Fig. 1: run 1, wiring heat map
11 x 12 tiles, from black (low) to pale yellow (high), scaled to the fullest tile. Values are wire area over tile area, all layers added.
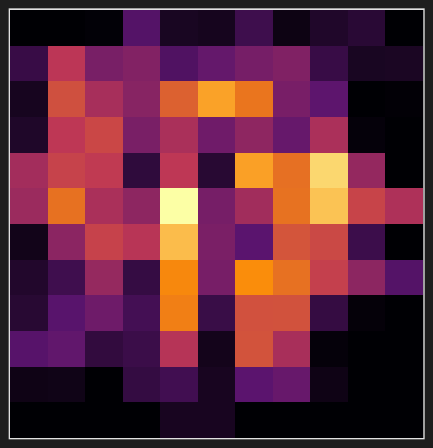
Fig. 2: run 1, cell placement
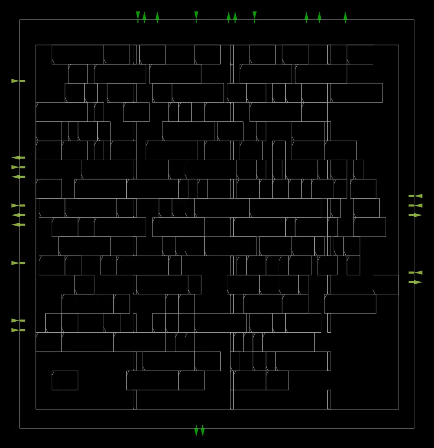
Fig. 3: run 1, metal layers overlaid
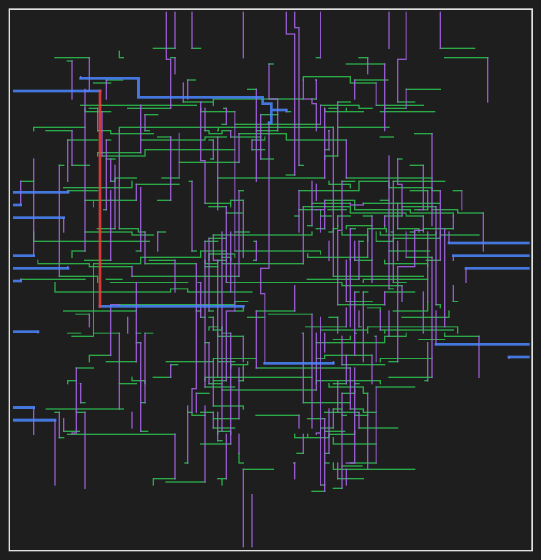
Fig. 4: run 1, the metal 1 layer
Supply wires on this layer in gray.
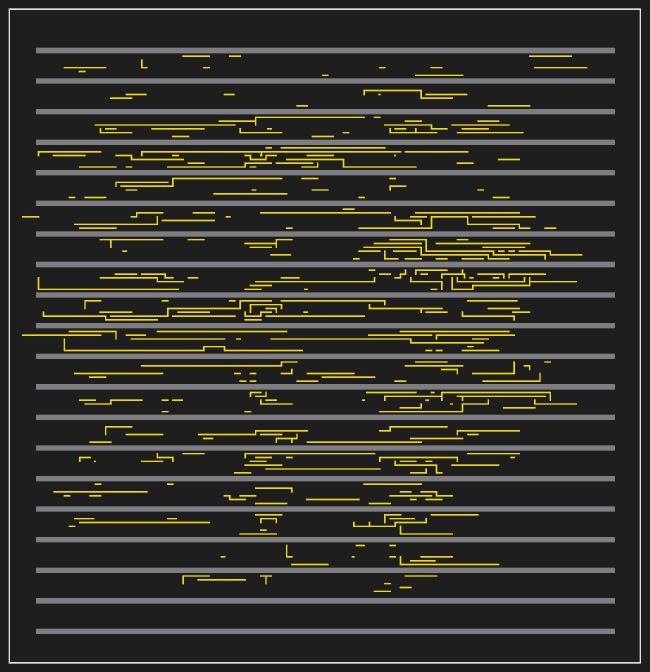
[src/rtl/dr_phase_sequencer_if.sv]
// Command/response bus between a requester and dr_phase_sequencer.
// With DR_SEQ_ILLEGAL_FLAG_EN defined the response also carries rsp_illegal.
interface dr_phase_sequencer_if;
    logic       cmd_valid;
    logic       cmd_ready;
    logic       cmd_ph0;
    logic       cmd_ph1;
    logic       cmd_rd;
    logic       cmd_ld;
    logic       rsp_valid;
    logic       rsp_ready;
    logic [1:0] rsp_c;
    logic [1:0] rsp_m;
    logic       rsp_timeout;
`ifdef DR_SEQ_ILLEGAL_FLAG_EN
    logic       rsp_illegal;

    modport master (
        output cmd_valid, cmd_ph0, cmd_ph1, cmd_rd, cmd_ld, rsp_ready,
        input  cmd_ready, rsp_valid, rsp_c, rsp_m, rsp_timeout, rsp_illegal
    );
    modport slave (
        input  cmd_valid, cmd_ph0, cmd_ph1, cmd_rd, cmd_ld, rsp_ready,
        output cmd_ready, rsp_valid, rsp_c, rsp_m, rsp_timeout, rsp_illegal
    );
`else
    modport master (
        output cmd_valid, cmd_ph0, cmd_ph1, cmd_rd, cmd_ld, rsp_ready,
        input  cmd_ready, rsp_valid, rsp_c, rsp_m, rsp_timeout
    );
    modport slave (
        input  cmd_valid, cmd_ph0, cmd_ph1, cmd_rd, cmd_ld, rsp_ready,
        output cmd_ready, rsp_valid, rsp_c, rsp_m, rsp_timeout
    );
`endif
endinterface

[src/rtl/dr_phase_sequencer.sv]
// Steps a dual-rail controller: drives one DATA wavefront, samples R_c/R_m, returns to NULL.
// Optional DR_SEQ_ILLEGAL_FLAG_EN adds a sticky rsp_illegal flag for 11 codes.
module dr_phase_sequencer #(
    parameter int unsigned SYNC_STAGES   = 2,
    parameter int unsigned SETTLE_CYCLES = 4,
    parameter int unsigned NULL_TIMEOUT  = 16
) (
    input  logic                 clk,
    input  logic                 rst_n,
    dr_phase_sequencer_if.slave  bus,
    output logic                 PH0_t,
    output logic                 PH0_f,
    output logic                 PH1_t,
    output logic                 PH1_f,
    output logic                 Rd_t,
    output logic                 Rd_f,
    output logic                 Ld_t,
    output logic                 Ld_f,
    input  logic                 R_c_t,
    input  logic                 R_c_f,
    input  logic                 R_m_t,
    input  logic                 R_m_f
);
    localparam int unsigned CNT_MAX = (SETTLE_CYCLES > NULL_TIMEOUT) ? SETTLE_CYCLES : NULL_TIMEOUT;
    localparam int unsigned CNT_W   = $clog2(CNT_MAX + 1);

    typedef enum logic [1:0] {ST_IDLE, ST_DATA, ST_NULLW, ST_RESP} state_e;

    state_e           state_q, state_d;
    logic [CNT_W-1:0] cnt_q, cnt_d;
    logic [3:0]       cmd_q, cmd_d;
    logic [7:0]       rails_q, rails_d;
    logic [3:0]       sync_q [SYNC_STAGES];
    logic [3:0]       sync_d [SYNC_STAGES];
    logic             rsp_valid_q, rsp_valid_d;
    logic [1:0]       rsp_c_q, rsp_c_d;
    logic [1:0]       rsp_m_q, rsp_m_d;
    logic             rsp_to_q, rsp_to_d;
`ifdef DR_SEQ_ILLEGAL_FLAG_EN
    logic             illegal_q, illegal_d;
`endif

    logic       ready_c;
    logic       handshake;
    logic       settle_done;
    logic       outs_null;
    logic       null_expired;
    logic [1:0] rc_s;
    logic [1:0] rm_s;

    // Dual-rail DATA encoding of {ph0, ph1, rd, ld}
    function automatic logic [7:0] encode(input logic [3:0] c);
        return {c[3], ~c[3], c[2], ~c[2], c[1], ~c[1], c[0], ~c[0]};
    endfunction

    assign rc_s         = sync_q[SYNC_STAGES-1][3:2];
    assign rm_s         = sync_q[SYNC_STAGES-1][1:0];
    assign ready_c      = rst_n && (state_q == ST_IDLE);
    assign handshake    = bus.cmd_valid && ready_c;
    assign settle_done  = (cnt_q == CNT_W'(SETTLE_CYCLES - 1));
    assign outs_null    = (rc_s == 2'b00) && (rm_s == 2'b00);
    assign null_expired = (cnt_q == CNT_W'(NULL_TIMEOUT - 1));

    // Synchronizer chain on the four asynchronous controller rails
    always_comb begin
        sync_d[0] = {R_c_t, R_c_f, R_m_t, R_m_f};
        for (int i = 1; i < SYNC_STAGES; i++) begin
            sync_d[i] = sync_q[i-1];
        end
    end

    always_ff @(posedge clk) begin
        if (!rst_n) state_q <= ST_IDLE;
        else        state_q <= state_d;
    end

    always_comb begin
        state_d = state_q;
        unique case (state_q)
            ST_IDLE:  if (handshake)                  state_d = ST_DATA;
            ST_DATA:  if (settle_done)                state_d = ST_NULLW;
            ST_NULLW: if (outs_null || null_expired)  state_d = ST_RESP;
            ST_RESP:  if (bus.rsp_ready)              state_d = ST_IDLE;
            default:                                  state_d = ST_IDLE;
        endcase
    end

    // Datapath next values; the counter defaults to zero so every state entry clears it
    always_comb begin
        cnt_d     = '0;
        cmd_d     = cmd_q;
        rsp_c_d   = rsp_c_q;
        rsp_m_d   = rsp_m_q;
        rsp_to_d  = rsp_to_q;
`ifdef DR_SEQ_ILLEGAL_FLAG_EN
        illegal_d = illegal_q;
`endif
        unique case (state_q)
            ST_IDLE: begin
                if (handshake) begin
                    cmd_d = {bus.cmd_ph0, bus.cmd_ph1, bus.cmd_rd, bus.cmd_ld};
`ifdef DR_SEQ_ILLEGAL_FLAG_EN
                    illegal_d = 1'b0;
`endif
                end
            end
            ST_DATA: begin
                if (settle_done) begin
                    rsp_c_d = rc_s;
                    rsp_m_d = rm_s;
                end else begin
                    cnt_d = cnt_q + CNT_W'(1);
                end
            end
            ST_NULLW: begin
                if (outs_null)         rsp_to_d = 1'b0;
                else if (null_expired) rsp_to_d = 1'b1;
                else                   cnt_d    = cnt_q + CNT_W'(1);
            end
            default: ;
        endcase
`ifdef DR_SEQ_ILLEGAL_FLAG_EN
        if (((state_q == ST_DATA) || (state_q == ST_NULLW)) &&
            ((rc_s == 2'b11) || (rm_s == 2'b11)))
            illegal_d = 1'b1;
        if ((state_q == ST_NULLW) && (state_d == ST_RESP) &&
            ((rsp_c_q == 2'b11) || (rsp_m_q == 2'b11)))
            illegal_d = 1'b1;
`endif
        rails_d     = (state_d == ST_DATA) ? encode(cmd_d) : 8'h00;
        rsp_valid_d = (state_d == ST_RESP);
    end

    always_ff @(posedge clk) begin
        if (!rst_n) begin
            cnt_q       <= '0;
            cmd_q       <= '0;
            rails_q     <= '0;
            rsp_valid_q <= 1'b0;
            rsp_c_q     <= '0;
            rsp_m_q     <= '0;
            rsp_to_q    <= 1'b0;
            for (int i = 0; i < SYNC_STAGES; i++) sync_q[i] <= '0;
`ifdef DR_SEQ_ILLEGAL_FLAG_EN
            illegal_q   <= 1'b0;
`endif
        end else begin
            cnt_q       <= cnt_d;
            cmd_q       <= cmd_d;
            rails_q     <= rails_d;
            rsp_valid_q <= rsp_valid_d;
            rsp_c_q     <= rsp_c_d;
            rsp_m_q     <= rsp_m_d;
            rsp_to_q    <= rsp_to_d;
            for (int i = 0; i < SYNC_STAGES; i++) sync_q[i] <= sync_d[i];
`ifdef DR_SEQ_ILLEGAL_FLAG_EN
            illegal_q   <= illegal_d;
`endif
        end
    end

    assign {PH0_t, PH0_f, PH1_t, PH1_f, Rd_t, Rd_f, Ld_t, Ld_f} = rails_q;
    assign bus.cmd_ready   = ready_c;
    assign bus.rsp_valid   = rsp_valid_q;
    assign bus.rsp_c       = rsp_c_q;
    assign bus.rsp_m       = rsp_m_q;
    assign bus.rsp_timeout = rsp_to_q;
`ifdef DR_SEQ_ILLEGAL_FLAG_EN
    assign bus.rsp_illegal = illegal_q;
`endif

endmodule
[src/flat_wrapper.sv]
// flat-port wrapper written by rule: the top's interface ports become plain ports
module dr_phase_sequencer_flat 
#(
    parameter int unsigned SYNC_STAGES   = 2,
    parameter int unsigned SETTLE_CYCLES = 4,
    parameter int unsigned NULL_TIMEOUT  = 16
)
  (clk, rst_n, PH0_t, PH0_f, PH1_t, PH1_f, Rd_t, Rd_f, Ld_t, Ld_f, R_c_t, R_c_f, R_m_t, R_m_f, bus_cmd_valid, bus_cmd_ph0, bus_cmd_ph1, bus_cmd_rd, bus_cmd_ld, bus_rsp_ready, bus_cmd_ready, bus_rsp_valid, bus_rsp_c, bus_rsp_m, bus_rsp_timeout);
  dr_phase_sequencer_if bus_i ();
  input  logic clk;
  input  logic rst_n;
  output logic PH0_t;
  output logic PH0_f;
  output logic PH1_t;
  output logic PH1_f;
  output logic Rd_t;
  output logic Rd_f;
  output logic Ld_t;
  output logic Ld_f;
  input  logic R_c_t;
  input  logic R_c_f;
  input  logic R_m_t;
  input  logic R_m_f;
  input wire logic [$bits(bus_i.cmd_valid)-1:0] bus_cmd_valid;
  input wire logic [$bits(bus_i.cmd_ph0)-1:0] bus_cmd_ph0;
  input wire logic [$bits(bus_i.cmd_ph1)-1:0] bus_cmd_ph1;
  input wire logic [$bits(bus_i.cmd_rd)-1:0] bus_cmd_rd;
  input wire logic [$bits(bus_i.cmd_ld)-1:0] bus_cmd_ld;
  input wire logic [$bits(bus_i.rsp_ready)-1:0] bus_rsp_ready;
  output wire logic [$bits(bus_i.cmd_ready)-1:0] bus_cmd_ready;
  output wire logic [$bits(bus_i.rsp_valid)-1:0] bus_rsp_valid;
  output wire logic [$bits(bus_i.rsp_c)-1:0] bus_rsp_c;
  output wire logic [$bits(bus_i.rsp_m)-1:0] bus_rsp_m;
  output wire logic [$bits(bus_i.rsp_timeout)-1:0] bus_rsp_timeout;
  assign bus_i.cmd_valid = bus_cmd_valid;
  assign bus_i.cmd_ph0 = bus_cmd_ph0;
  assign bus_i.cmd_ph1 = bus_cmd_ph1;
  assign bus_i.cmd_rd = bus_cmd_rd;
  assign bus_i.cmd_ld = bus_cmd_ld;
  assign bus_i.rsp_ready = bus_rsp_ready;
  assign bus_cmd_ready = bus_i.cmd_ready;
  assign bus_rsp_valid = bus_i.rsp_valid;
  assign bus_rsp_c = bus_i.rsp_c;
  assign bus_rsp_m = bus_i.rsp_m;
  assign bus_rsp_timeout = bus_i.rsp_timeout;
  dr_phase_sequencer #(.SYNC_STAGES(SYNC_STAGES), .SETTLE_CYCLES(SETTLE_CYCLES), .NULL_TIMEOUT(NULL_TIMEOUT)) u_core (.clk(clk), .rst_n(rst_n), .bus(bus_i), .PH0_t(PH0_t), .PH0_f(PH0_f), .PH1_t(PH1_t), .PH1_f(PH1_f), .Rd_t(Rd_t), .Rd_f(Rd_f), .Ld_t(Ld_t), .Ld_f(Ld_f), .R_c_t(R_c_t), .R_c_f(R_c_f), .R_m_t(R_m_t), .R_m_f(R_m_f));
endmodule
[config.mk]
export PLATFORM = sky130hd
export DESIGN_NAME = dr_phase_sequencer_flat
export DESIGN_NICKNAME = d
export VERILOG_FILES = /design/src/rtl/dr_phase_sequencer_if.sv /design/src/rtl/dr_phase_sequencer.sv /design/src/flat_wrapper.sv
export SDC_FILE = /design/constraint.sdc
export NUM_CORES = 1
export LEC_CHECK = 0
export ABC_CLOCK_PERIOD_IN_PS = 2400
export CAP_MARGIN = 20
export CORE_AREA = 2 2 54 56
export DETAILED_ROUTE_END_ITERATION = 10
export DIE_AREA = 0 0 56 58
export GPL_TIMING_DRIVEN = 0
export PLACE_DENSITY_LB_ADDON = 0.25
export SLEW_MARGIN = 20
export SYNTH_ARGS = -nofsm -noshare
export SYNTH_HDL_FRONTEND = slang
export SYNTH_SLANG_ARGS = --single-unit
[constraint.sdc]
create_clock -name clk -period 2.4 [get_ports clk]
set_clock_uncertainty 0.2 [all_clocks]
set_input_delay 0.36 -clock clk [delete_from_list [all_inputs] [get_ports clk]]
set_output_delay 0.36 -clock clk [all_outputs]
set_load 0.02 [all_outputs]
==> flow_results.org, run 1 <==
#+TITLE: Flow metrics

** Critical path
- The worst setup path is launched from a flop.
- Counting buffers and inverters, the worst setup path is 5 cells deep.
- The timing report attributes the biggest portion of critical-path delay to AND-OR/OR-AND gates.
- Critical Path End :: u_core.rails_q[3]
- Number of buffers and inverters on the critical path :: 0
- Cell Chain, Critical Path :: ha_1 > or4b_1 > a211o_1 > a32oi_4 > nor3_1
- Slowest stage delay, CP :: 0.50 ns
- STA shows the worst reg2reg path with a cell count of 5.
- Master of the slowest instance on the critical path :: sky130_fd_sc_hd__or4b_1

** Power
- Of the total power, combinational logic draws 0.277.
- Seq power :: 0.632 mW
- The share of total power dissipated in sequential elements is 0.488.
- The switching portion of total power comes to 0.3016.
- Pwr dens :: 802.5 nW/µm²
- VDD sags by at most 0.7195 mV.
- For this design the static power due to leakage is 0.6541 nW.

** Clocking
- Post-CTS repair changed the size of 0 cells.
- In this run the deepest clock path goes through 2 buffers.
- Hold repair after CTS inserted 0 buffers.
- Looking at the worst setup and hold paths, the clock pins of their registers show a slew of 0.09 ns.

** Timing
- Setup repair after global routing left no endpoint under its margin.
- After routing, the total negative slack on setup checks comes to 0 ns.
- Transition time at the pin with the least slew margin :: 0.5716 ns
- Fin Hold WS :: 0.2333 ns
- The final timing report lists a max-slew violation count of 0.
- For reference, the final report shows the hold violation count at 0.
- Share of the clock period used by the worst path :: 0.9489
- Setup slack closes at 0.1227 ns.

** Routing
- After detailed routing, the number of vias per cell comes to 5.032.
- Total length of routed met2 wires :: 1.079 mm
- Remaining DRCs :: 0
- Routed length on met1 :: 1.037 mm

** Final layout
- Per the layout area report, the combinational fraction of cell area is 0.3478.
- Signal buffers share of area :: 0.1658
- In the finished design the tool counted flip-flops and latches totalling 33.
- Top logic cells by instance count in the layout :: sky130_fd_sc_hd__dfxtp_1 (32), sky130_fd_sc_hd__clkdlybuf4s50_1 (24), sky130_fd_sc_hd__and2_1 (10)
- Final std cell area, no fill :: 1615 µm²

** Place
- The HPWL after detailed placement is 1.683 mm.
- Post-Place Worst Slack :: 0.1101 ns
- Number of input and output port buffers inserted :: 25

** Status
- The run finished with clean final reports.

** Synthesis
- Total of warnings raised by yosys :: 0
- Top-area cell type share of the netlist area :: 0.5212
- Share of synthesized registers carrying an async set or reset :: 0
- # Cells Yosys :: 125
- Share of synthesized area spent on multiplexers :: 0.03159
- The number of different library cells used by synthesis comes to 31.
- Yosys aoi share :: 0.09872
- Synthesis produced a netlist whose cell count is 125.
- Largest non-sequential cell family by area :: simple AND/OR/NAND/NOR gates
- The commonest cells after synthesis are sky130_fd_sc_hd__dfxtp_1 (33), sky130_fd_sc_hd__and2_1 (10), sky130_fd_sc_hd__nor2_1 (9), sky130_fd_sc_hd__ha_1 (8), sky130_fd_sc_hd__nand3_1 (8).
- The share of the Yosys chip area taken by registers is 0.5212.
- Summed over all instances, the cell type with the most area after synthesis is sky130_fd_sc_hd__dfxtp_1.

** GRT
- The number of global-route vias before repair came to 913.
- Most Used Layer, Global Route :: met2

** Min path
- Hold analysis shows the worst path with a depth of 1.
- Min-Delay Path Class :: flop to flop
- Worst hold path endpoint :: u_core.sync_q[0][5]

** Floorplanning
- 27 I/O pins were placed.
- The floorplan step records an initial core utilization of 0.4760.

** Job
- Tool warning count :: 31
Notes on Fig. 1 above:
mean over tiles: 0.11
tiles over half the peak: 22%
densest ninth of the die: center
nearly empty tiles: 21%
routed wire length per instance: 12.04 µm
Total Wirelength: 2.263 mm
total number of vias: 946
global-route usage over all layers: 0.1675

Notes on Fig. 2 above:
post-layout util: 0.6067
number of rows in the core area: 19
fraction of standard cell area that is sequential: 0.4098
number of cells in the finished layout apart from fillers: 188
CORE AREA: 2663 µm²

Notes on Fig. 3 above:
[purple] met2 | wire length: 1,080 µm
[green] met1 | wire length: 1,040 µm
[blue] met3 | wire length: 123 µm
[red] met4 | wire length: 23.1 µm

Notes on Fig. 4 above:
nets with wire on the layer: 150
main direction: horizontal
wire length on this layer: 1,040 µm
share of all routed wire: 46%

==> run 2, diff against run 1 <==
Settings changed: HOLD_SLACK_MARGIN from default to 0.05.
Fig. 5: run 2, metal layers overlaid
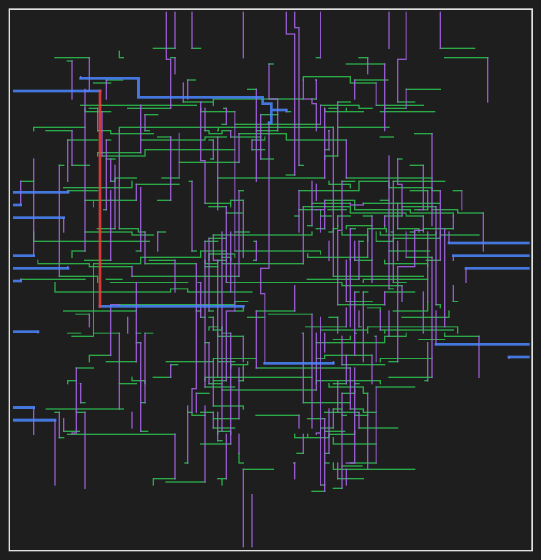

Fig. 6: run 2, cell classes on the final placement
Bar = 20 µm. Fill, decap, tap and diode cells in gray.
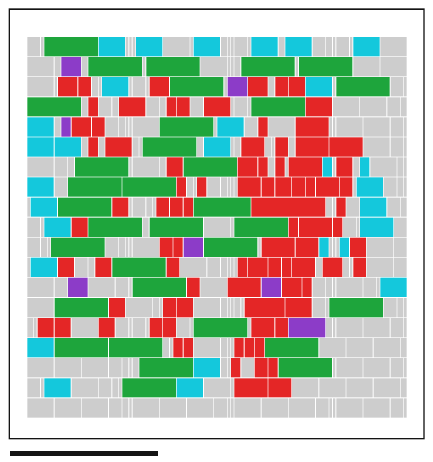
[red] all other logic | cells: 88
[green] flip-flops | cells: 33
[purple] clock drivers and dummy loads | cells: 7
[cyan] other buffers and delay cells | cells: 29
final std cell area, no fill: 1615 µm²

Fig. 7: run 2, cell placement
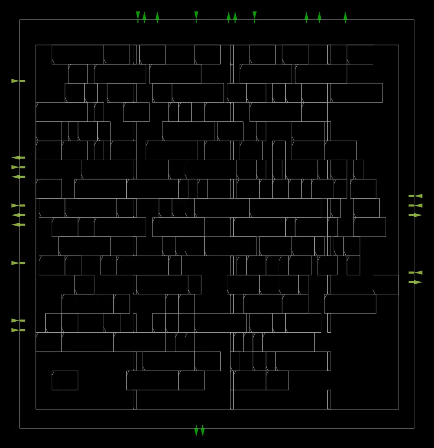
number of tapcells: 31
fillers: 226
num sequential: 33

==> flow_results.org, run 2 <==
#+TITLE: Flow metrics

** Power
- Part of the total power dissipated in combinational logic :: 0.277
- Total power draw :: 1.296 mW
- Sequential power for this build is 0.632 mW.
- The share of total power dissipated in sequential elements is 0.488.
- Switching share of power :: 0.3016
- Pwr dens :: 802.5 nW/µm²
- Across the VDD grid, the largest voltage drop is 0.7195 mV.

** Routing
- The routed layout reports a DRC error count of 0.
- The routed layout has 946 vias.
- Vias per cell :: 5.032
- The wire length recorded after detailed routing is 2.263 mm.
- In the per-layer breakdown of the detailed-route log, met1 shows 1.037 mm.
- Per the detail_route report, routed wire per instance is 12.04 µm.

** GRT
- Summed over all routing layers, the global router reports a total usage of 0.1675.
- Global routing met1 resource utilization :: 0.1938
- Via count of the first global-routing pass :: 913
- Most Used Layer, Global Route :: met2
- Per the GRT congestion report, total overflow comes to 0.

** Synthesis
- The warning tally printed by Yosys for this design is 0.
- Largest non-sequential cell family by area :: simple AND/OR/NAND/NOR gates
- The number of different library cells used by synthesis comes to 31.
- For this run, asynchronously set or reset flops after synthesis account for 0.
- Part of the Yosys area used for sequential elements :: 0.5212
- Flip-flops with a built-in enable :: 0
- The synthesized netlist was found by Yosys to have 125 cells.
- The cell-mix breakdown from Yosys lists the compound-gate area share as 0.09872.
- The synthesis run shows the most used standard cells to be sky130_fd_sc_hd__dfxtp_1 (33), sky130_fd_sc_hd__and2_1 (10), sky130_fd_sc_hd__nor2_1 (9), sky130_fd_sc_hd__ha_1 (8), sky130_fd_sc_hd__nand3_1 (8).
- Top-area cell type share of the netlist area :: 0.5212
- The biggest area contributor in the post-synthesis netlist is sky130_fd_sc_hd__dfxtp_1.
- Counting every instance in the synthesized netlist gives 125.

** Floorplanning
- Boundary Pins :: 27
- Number of rows in the core area :: 19
- In the floorplan report the effective utilization is 0.4760.

** Status
- The run finished with clean final reports.

** Critical path
- The slowest stage of the critical path is the sky130_fd_sc_hd__or4b_1 cell.
- STA lists the maximum fanout along the critical path as 10.
- The number of buffers and inverters on the critical path is 0.
- Critical Path End :: u_core.rails_q[3]
- Register-to-Register Setup Slack :: 0.12 ns
- Grouping stages by cell kind, the critical path spends the most delay in AND-OR/OR-AND gates.
- Slowest stage delay, CP :: 0.50 ns
- WP depth :: 5
- Counting cells, the worst reg-to-reg path comes to 5.
- Cell Chain, Critical Path :: ha_1 > or4b_1 > a211o_1 > a32oi_4 > nor3_1
- STA classifies the critical path startpoint as a flop.

** Final layout
- Registers with the highest flip-flop counts :: u_core.rails_q x8, u_core.sync_q x8, u_core.cnt_q x5
- Top logic cells by instance count in the layout :: sky130_fd_sc_hd__dfxtp_1 (32), sky130_fd_sc_hd__clkdlybuf4s50_1 (24), sky130_fd_sc_hd__and2_1 (10)
- Number of cells in the finished layout apart from fillers :: 188
- Measured on the final layout, buffering overhead outside the clock network stands at 0.1658.
- Post-layout util :: 0.6067
- Fraction of standard cell area that is sequential :: 0.4098
- Of the total standard cell area in the layout, the multi-input combinational portion is 0.3478.

** Clocking
- CTS hold repair buffers :: 0
- TritonCTS buffer count :: 5
- Post-CTS repair ended up resizing 0 cells.
- CTS reports a maximum clock tree buffer depth of 2.
- For reference, the clock transition at the flip-flops on the worst setup and hold paths is 0.09 ns.

** Timing
- Endpoints failing hold in the final report were tallied at 0.
- RSZ-0062 raised after global routing :: no
- The final layout reports a setup TNS of 0 ns.
- Looking at the max-slew report, the worst-margin pin has a slew of 0.5716 ns.
- Pins over their slew limit in the final report were tallied at 0.
- Final setup margin :: 0.1227 ns
- Share of the clock period used by the worst path :: 0.9489
- Fin Hold WS :: 0.2333 ns

** Job
- The logs give a warning total of 31.

** Place
- Post-Place Worst Slack :: 0.1101 ns
- Number of input and output port buffers inserted :: 25
- Placed Cells incl. Taps :: 181
- After legalization and detailed placement, the total HPWL measured 1.683 mm.

** Min path
- Worst hold path endpoint :: u_core.sync_q[0][5]
- The number of cells on the worst hold path is listed as 1.
- Min-Delay Path Class :: flop to flop
Power figures rest on the tool's default switching activity, not on a simulated workload.
